--- src/rtl/online_dual_tap.sv ---
// Two-tap signed-digit online FIR section: data_out = x[n] + 178*x[n-1] + 135*x[n-2].
// Includes the shared leaf cells online_adder, online_ccm_178 and online_ccm_135.

module online_adder #(
    parameter int N = 8
) (
    input  logic [2*N-1:0] x,
    input  logic [2*N-1:0] y,
    input  logic           cin,
    output logic [2*N+1:0] z
);
    // Per-digit position sum t in {-2..2}, split into transfer c and interim w.
    // The choice for |t|=1 looks at the sign of the lower position's sum so that
    // w + incoming transfer always stays within a single signed digit.
    logic [N-1:0] ge0, le0, cp, cm, wp, wm;

    generate
        for (genvar gi = 0; gi < N; gi++) begin : g_digit
            logic [2:0] t;
            logic       lo_ge0, lo_le0, ci_p, ci_m;

            assign t = {2'b00, x[2*gi+1]} - {2'b00, x[2*gi]}
                     + {2'b00, y[2*gi+1]} - {2'b00, y[2*gi]};
            assign ge0[gi] = ~t[2];
            assign le0[gi] = t[2] | (t == 3'b000);

            // The LSD's incoming transfer is cin, which is never negative.
            if (gi == 0) begin : g_lsd
                assign lo_ge0 = 1'b1;
                assign lo_le0 = 1'b0;
                assign ci_p   = cin;
                assign ci_m   = 1'b0;
            end else begin : g_upper
                assign lo_ge0 = ge0[gi-1];
                assign lo_le0 = le0[gi-1];
                assign ci_p   = cp[gi-1];
                assign ci_m   = cm[gi-1];
            end

            assign cp[gi] = (t == 3'b010) | ((t == 3'b001) & lo_ge0);
            assign cm[gi] = (t == 3'b110) | ((t == 3'b111) & lo_le0);
            assign wp[gi] = ((t == 3'b001) & ~lo_ge0) | ((t == 3'b111) & lo_le0);
            assign wm[gi] = ((t == 3'b001) & lo_ge0) | ((t == 3'b111) & ~lo_le0);

            assign z[2*gi+1] = (wp[gi] & ~ci_m) | (~wp[gi] & ~wm[gi] & ci_p);
            assign z[2*gi]   = (wm[gi] & ~ci_p) | (~wp[gi] & ~wm[gi] & ci_m);
        end
    endgenerate

    assign z[2*N+1] = cp[N-1];
    assign z[2*N]   = cm[N-1];
endmodule

module online_ccm_178 #(
    parameter int N = 8
) (
    input  logic [2*N-1:0]     x,
    output logic [2*(N+9)-1:0] y
);
    // 178x = ((x + 4x) << 5) + ((x + 8x) << 1)
    logic [2*(N+3)-1:0] c;
    logic [2*(N+4)-1:0] d;

    online_adder #(.N(N+2)) u_c (
        .x   ({x, 4'b0}),
        .y   ({4'b0, x}),
        .cin (1'b0),
        .z   (c)
    );

    online_adder #(.N(N+3)) u_d (
        .x   ({x, 6'b0}),
        .y   ({6'b0, x}),
        .cin (1'b0),
        .z   (d)
    );

    online_adder #(.N(N+8)) u_y (
        .x   ({c, 10'b0}),
        .y   ({6'b0, d, 2'b0}),
        .cin (1'b0),
        .z   (y)
    );
endmodule

module online_ccm_135 #(
    parameter int N = 8
) (
    input  logic [2*N-1:0]     x,
    output logic [2*(N+9)-1:0] y
);
    // 135x = (x << 7) + ((x << 3) - x); negation swaps each digit's plus/minus bits.
    logic [2*N-1:0]     nx;
    logic [2*(N+4)-1:0] e;

    generate
        for (genvar gi = 0; gi < N; gi++) begin : g_neg
            assign nx[2*gi+1] = x[2*gi];
            assign nx[2*gi]   = x[2*gi+1];
        end
    endgenerate

    online_adder #(.N(N+3)) u_e (
        .x   ({x, 6'b0}),
        .y   ({6'b0, nx}),
        .cin (1'b0),
        .z   (e)
    );

    online_adder #(.N(N+8)) u_y (
        .x   ({2'b0, x, 14'b0}),
        .y   ({8'b0, e}),
        .cin (1'b0),
        .z   (y)
    );
endmodule

module online_dual_tap #(
    parameter int STAGE = 8
) (
    input  logic                    clk,
    input  logic                    nrst,
    input  logic                    enable,
    input  logic [2*STAGE-1:0]      din_x,
    output logic [2*(STAGE+11)-1:0] data_out
);
    logic [2*STAGE-1:0]      x1_reg, x2_reg;
    logic [2*(STAGE+9)-1:0]  p1, p2;
    logic [2*(STAGE+10)-1:0] s;

    // A low enable clears the delay line rather than holding it.
    always_ff @(posedge clk) begin
        if (!nrst || !enable) begin
            x1_reg <= '0;
            x2_reg <= '0;
        end else begin
            x1_reg <= din_x;
            x2_reg <= x1_reg;
        end
    end

    online_ccm_178 #(.N(STAGE)) u_p1 (
        .x (x1_reg),
        .y (p1)
    );

    online_ccm_135 #(.N(STAGE)) u_p2 (
        .x (x2_reg),
        .y (p2)
    );

    online_adder #(.N(STAGE+9)) u_s (
        .x   (p1),
        .y   (p2),
        .cin (1'b0),
        .z   (s)
    );

    online_adder #(.N(STAGE+10)) u_out (
        .x   ({20'b0, din_x}),
        .y   (s),
        .cin (1'b0),
        .z   (data_out)
    );
endmodule

--- config.mk ---
export PLATFORM = sky130hd
export DESIGN_NAME = online_dual_tap
export DESIGN_NICKNAME = d
export VERILOG_FILES = /design/src/rtl/online_dual_tap.sv
export SDC_FILE = /design/constraint.sdc
export NUM_CORES = 1
export LEC_CHECK = 0
export ABC_AREA = 0
export CAP_MARGIN = 40
export CORE_MARGIN = 5
export CORE_UTILIZATION = 46
export DETAILED_ROUTE_END_ITERATION = 8
export PLACE_DENSITY = 0.7
export SLEW_MARGIN = 20
export SYNTH_ARGS = -nofsm -noshare
export SYNTH_HDL_FRONTEND = slang
export SYNTH_SLANG_ARGS = --single-unit
--- constraint.sdc ---
create_clock -name clk -period 24.2 [get_ports clk]
set_input_delay 2.42 -clock clk [delete_from_list [all_inputs] [get_ports clk]]
set_output_delay 2.42 -clock clk [all_outputs]
set_load 0.01 [all_outputs]
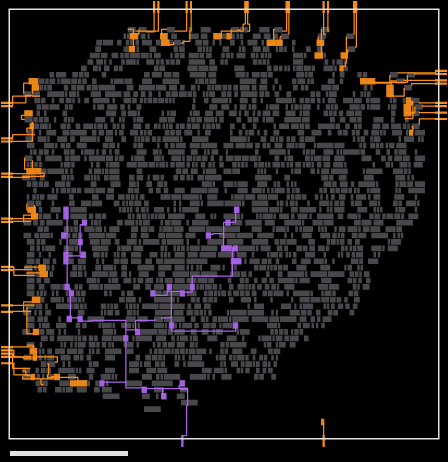
Run 1: I/O nets highlighted
Scale bar: 50 µm.
| port | colour | direction | end cells | buffers | wire |
|---|---|---|---|---|---|
| data_out | orange | output | 38 | 37 | 755 µm |
| nrst | purple | input | 32 | 2 | 363 µm |

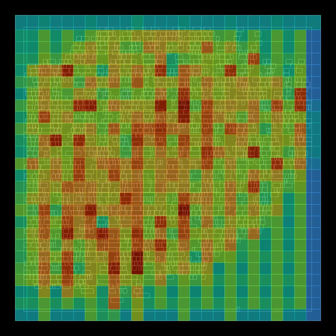
Run 1: routing congestion map
DR WL/cell: 14.5 µm
global routing's busiest layer: met2
grt met1 use: 24.4%
Final Core Density: 50.5%
grt met3 use: 0.744%

==> flow_summary.yaml, run 1 <==
# yosys + openroad results
placed_design:
  dpl.cell_count: 2208
  port_buffers: 55
  place_area_um2: 14400
sta:
  finClkSkew_ns: 0.00596
  period_used_pct: 47.9
  finalSetupViolCount: 0
  final_max_slew_viol_count: 0
  timing.setup.tns_ns: 0
  tightest_slew_ns: 0.640
clocking:
  cts_tree: "done"
  root_buffer: "clkbuf_16"
  ctsHoldBuffers: 0
die:
  core_area_um2: 28800
  dieArea_um2: 32800
  initCoreUtil_pct: 46.8
  die_h_um: 181
grt:
  grt_max_degree: 20
  gr-usage-all-layers_pct: 18.9
run_status:
  status: "finished clean"
yosys:
  netlist_area_um2: 13500
  topCellsByArea: "ha_1 (22%), fa_1 (11%), nor2b_1 (6.6%)"
  ys_cells: 1800
  yosys.area.top_type: "ha_1"
critical_path:
  cp-end-kind: "output port"
  cp_data_arrival_time_ns: 9.18
job:
  log.warning_count: 143
  max-cap-violations: 0
layout:
  fillCellCount: 2845
  nets: 2157
  area_delta_synth_final_pct: 8.02
  regArea_um2: 641
  final_cell_mix: "inv_1 (235), ha_1 (234), nand2_1 (154), nor2b_1 (142), o21ai_0 (135)"
detailed_routing:
  antenna_left: 0
  route.vias.total: 12700
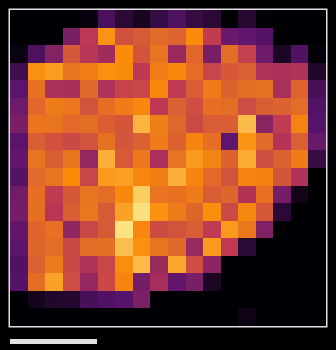
Run 1: placement density heat map
Scale bar: 50 µm. 18 x 18 tiles, from black (low) to pale yellow (high), 0 to 100% covered.
fullest tile: 94%
emptiest ninth of the die: lower right
densest ninth of the die: centre
tiles over 75% full: 9.0%
nearly empty tiles: 21%

==> run 1: worst paths after layout <==
check / start / end / slack, ns / cells past startpoint
hold reg to reg: x1_reg[8]$_SDFF_PP0_ / x2_reg[8]$_SDFF_PP0_ / 0.49 / 1
setup / recovery: x2_reg[8]$_SDFF_PP0_ / data_out[19] / 12.60 / 33
setup reg to reg: x1_reg[5]$_SDFF_PP0_ / x2_reg[5]$_SDFF_PP0_ / 23.33 / 1
hold / removal: x1_reg[8]$_SDFF_PP0_ / x2_reg[8]$_SDFF_PP0_ / 0.49 / 1
==> run 1: cell usage after synthesis, drive strengths merged, types with 30 or more instances <==
library cell,instances
o31ai,30
fa,73
nand2,154
a21oi,85
a32o,48
nor2b,142
a32oi,39
nand2b,107
dfxtp,32
ha,234
inv,235
and3,35
o21ai,141
nor2,98
==> run 1: metrics by stage <==
| step | setup WS, ns | hold slack [ns] |
|---|---|---|
| 4_1_cts | 12.59 | 0.493 |
| 2_1_floorplan | 13.81 | 0.453 |
| 5_1_grt | 11.99 | 0.517 |
| 3_3_place_gp | 13.06 | 0.488 |
| 3_5_place_dp | 12.94 | 0.485 |
| 6_report | 12.60 | 0.491 |
==> run 1: per-layer routing <==
metal	share of wire, %	GRT usage (%)	up-vias
li1	-	-	6426
met1	47	24.4	5968
met2	47	34.3	241
met3	2.6	0.744	50
met4	2.7	5.19	0
met5	0	0	-
==> run 1: area by class of cell <==
cell class / count / share of cell area, %
multi-input cells: 1498 / 81.1
well taps: 384 / 3.30
flip-flops and latches: 32 / 4.40
clock inverters: 3 / 0.292
inverters: 235 / 6.06
clock buffers: 5 / 0.860
repair buffers: 59 / 4.01
==> run 1: cell families (layout without fill, tap and decap cells) <==
family,after synthesis,in the layout,share of synthesized area (%)
AND/OR/NAND/NOR,608,608,23.7
AND-OR/OR-AND,544,544,28.5
adder cells (fa/ha/maj),307,307,32.6
buffers and inverters,270,302,7.67
flip-flops,32,32,4.76
multiplexers,23,23,1.78
XOR/XNOR,15,15,1.03
other,1,1,0.0278
==> run 2: changes to the inputs <==
- clock period: 24.2 -> 11.08 ns (I/O delays scaled with it)
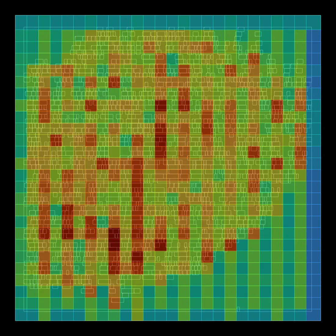
Run 2: routing congestion map
GRT met2 Usage: 33.8%
grt met3 use: 1.15%
DR WL/cell: 14.3 µm
GRT Overall Usage: 18.6%

==> run 2 against run 1 <==
Via count shrank 0.28%. Final area is the same. Cell count is the same. Worst setup slack lost 12 ns. Critical path type unchanged. Area after synthesis is the same.
==> flow_summary.yaml, run 2 <==
# yosys + openroad results
die:
  die_h_um: 181
layout:
  nets: 2157
  final_cell_mix: "inv_1 (235), ha_1 (234), nand2_1 (154), nor2b_1 (142), o21ai_0 (135)"
sta:
  final_max_slew_viol_count: 0
  worst_slack_ns: 0.741
  timing.setup.tns_ns: 0
  hold_slack_ns: 0.499
  tightest_slew_ns: 0.680
  finalSetupViolCount: 0
critical_path:
  r2r_end: "x2_reg[5]$_SDFF_PP0_"
  cp-startpoint: "x2_reg[8]$_SDFF_PP0_"
  cp_data_arrival_time_ns: 9.23
  ff2ff_path_depth: 1
  r2r_start: "x1_reg[5]$_SDFF_PP0_"
detailed_routing:
  route.vias.total: 12700
  antenna_left: 0
clocking:
  cts_tree: "done"
  ctsHoldBuffers: 0
run_status:
  status: "finished clean"
grt:
  grt_max_degree: 20
job:
  max-cap-violations: 0
yosys:
  netlist_area_um2: 13500
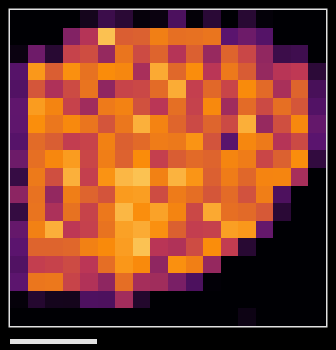
Run 2: placement density heat map
Scale bar: 50 µm. 18 x 18 tiles, from black (low) to pale yellow (high), 0 to 100% covered.
Init Core Util: 46.8%
CORE AREA: 28800 µm²

## run 2: worst max-delay path: cells and delay by family, from the launching register on
kind | cells | cell delay [ns]
compound gates | 8 | 1.71
fa+ha+maj | 12 | 4.77
buf+inv | 8 | 1.00
flops | 1 | 0.41
simple gates | 5 | 1.05
## run 2: final cells by class
class	instances	area, µm²
clock buffer	5	125
clock inverter	3	42.5
fill	2793	14200
inverter	235	882
multi-input combinational	1498	11800
sequential	32	641
tap	384	480
timing repair buffer	59	583
## run 2: worst min path at each step
stage,start,endpoint
after global placement,x1_reg[8]$_SDFF_PP0_,x2_reg[8]$_SDFF_PP0_
after floorplan,x1_reg[6]$_SDFF_PP0_,x2_reg[6]$_SDFF_PP0_
after detailed placement,x1_reg[6]$_SDFF_PP0_,x2_reg[6]$_SDFF_PP0_
after global routing,x1_reg[0]$_SDFF_PP0_,x2_reg[0]$_SDFF_PP0_
final,x1_reg[6]$_SDFF_PP0_,x2_reg[6]$_SDFF_PP0_
after CTS,x1_reg[6]$_SDFF_PP0_,x2_reg[6]$_SDFF_PP0_
## run 2: cells by family after synthesis
| logic type | Yosys count | share of synthesized area [%] |
|---|---|---|
| AOI/OAI and AO/OA | 544 | 28.5 |
| xor gates and xnor gates | 15 | 1.03 |
| muxes | 23 | 1.78 |
| buffers and inverters | 270 | 7.67 |
| and+or+nand+nor | 608 | 23.7 |
| adders and majority gates | 307 | 32.6 |
| DFF | 32 | 4.76 |
| other | 1 | 0.0278 |
## run 2: layer usage
metal | global-route usage [%] | part of all wire [%] | vias up
li1 | - | - | 6429
met1 | 24.2 | 46 | 5941
met2 | 33.8 | 48 | 243
met3 | 1.15 | 3.2 | 37
met4 | 4.20 | 2.2 | 0
met5 | 0 | 0 | -
## run 2: metrics by stage
stage | instance area (µm²) | std cells | util [%]
finish | 14500 | 2216 | 50.5
global route | 14500 | 2216 | 50.5
CTS | 14500 | 2216 | 50.5
detailed placement | 14400 | 2208 | 50.0
global placement | 14300 | 2204 | 49.8
floorplan | 13500 | 1800 | -
==> run 3: changes to the inputs <==
- CORE_MARGIN: 5 -> unset
==> run 3 against run 2 <==
Synthesized cell count unchanged. Sequential share of layout area unchanged. First-iteration DRC count decreased by 26%. Non-clock buffer count did not move. Fmax is 0.23% higher. Global-route usage increased by 3.2 points. Register-to-register slack better by 0.04 ns. Area after synthesis stayed put. Critical path type unchanged. Largest cell class unchanged. Highest routed layer unchanged.
==> flow_summary.yaml, run 3 <==
# yosys + openroad results
layout:
  final_cell_mix: "inv_1 (235), ha_1 (234), nand2_1 (154), nor2b_1 (142), o21ai_0 (135)"
  stdcell_count: 2216
  layout.cells.most_common: "inv_1"
  nets: 2157
  final_area_um2: 14500
critical_path:
  cp_data_arrival_time_ns: 9.21
  cp_top_family: "adder cells"
  cpPeakStageDelay_ns: 0.58
  path_buffers: 8
yosys:
  logic_family: "adder cells"
  aoi_share_pct: 28.5
  ys_sh_xor_pct: 1.03
  simple_gate_area_share_pct: 23.7
  netlist_area_um2: 13500
  async_reset_ff_share_pct: 0
  mux_area_share_pct: 1.78
  synth.cellmix.adderShare_pct: 32.6
placed_design:
  place_area_um2: 14400
  dpl.cell_count: 2208
  pre_cts_ws_ns: 1.11
detailed_routing:
  route.vias.total: 12700
  antenna_left: 0
  drt-wirelength-per-cell_um: 14.5
grt:
  grt_pass1_wl_mm: 56.3
  grt_max_degree: 19
  first_global_vias: 12300
  gr-usage-all-layers_pct: 21.8
die:
  ios: 57
  initCoreUtil_pct: 46.8
  die_h_um: 173
sta:
  timing.setup.tns_ns: 0
  finalSetupViolCount: 0
  final_max_slew_viol_count: 0
  tightest_slew_ns: 0.617
  hold_slack_ns: 0.492
  worst_slack_ns: 0.764
clocking:
  cts_tree: "done"
  ctsHoldBuffers: 0
run_status:
  status: "finished clean"
==> run 3: cell counts in the layout (fill, tap and decap cells not counted) <==
Identical to the previous run, type by type.
==> run 3: cell families (layout without fill, tap and decap cells) <==
logic type,count (synthesis),count (layout)
compound gates,544,544
buf+inv,270,302
flops,32,32
simple gates,608,608
mux,23,23
fa+ha+maj,307,307
other cells,1,1
xor+xnor,15,15
==> run 3: final cells by class <==
type	instances	area (µm²)	share of cell area, %
clock buffer	5	125	0.860
inverter	235	882	6.06
sequential	32	641	4.40
timing repair buffer	59	583	4.01
multi-input combinational	1498	11800	81.1
clock inverter	3	42.5	0.292
tap	384	480	3.30
==> run 3: path summary, 6_finish.rpt <==
check,startpoint,endpoint,depth (start not counted)
setup reg to reg,x1_reg[5]$_SDFF_PP0_,x2_reg[5]$_SDFF_PP0_,1
setup / recovery,x2_reg[6]$_SDFF_PP0_,data_out[19],34
hold reg to reg,x1_reg[0]$_SDFF_PP0_,x2_reg[0]$_SDFF_PP0_,1
hold / removal,x1_reg[0]$_SDFF_PP0_,x2_reg[0]$_SDFF_PP0_,1
==> run 3: per-layer routing <==
metal  up-vias  share of wire, %  global-route usage (%)
li1       6430                 -                       -
met1      6018                47                    27.5
met2       228                48                    39.5
met3        48               2.8                    1.41
met4         0               2.5                    6.31
met5         -                 0                       0
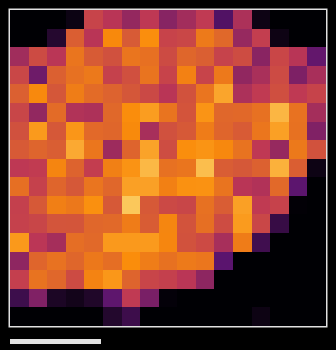
Run 3: placement density heat map
Scale bar: 50 µm. 17 x 17 tiles, from black (low) to pale yellow (high), 0 to 100% covered.
emptiest ninth of the die: lower right
densest ninth of the die: centre
mean over tiles: 47%
tiles over 75% full: 11%
fullest tile: 88%

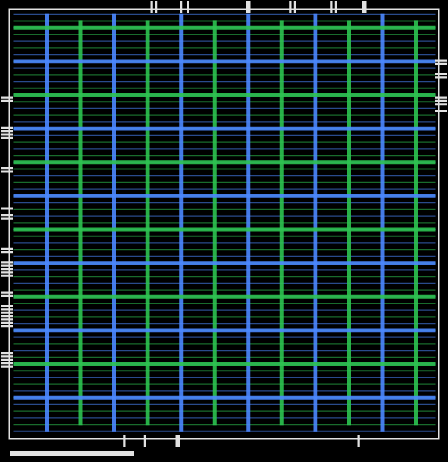
Run 3: supply network
Scale bar: 50 µm. Pins as bars on the die edge.
| net | colour |
|---|---|
| VDD | green |
| VSS | blue |
signal pins: 57
met5 straps: 12
rows: 62
met1 rails: 63

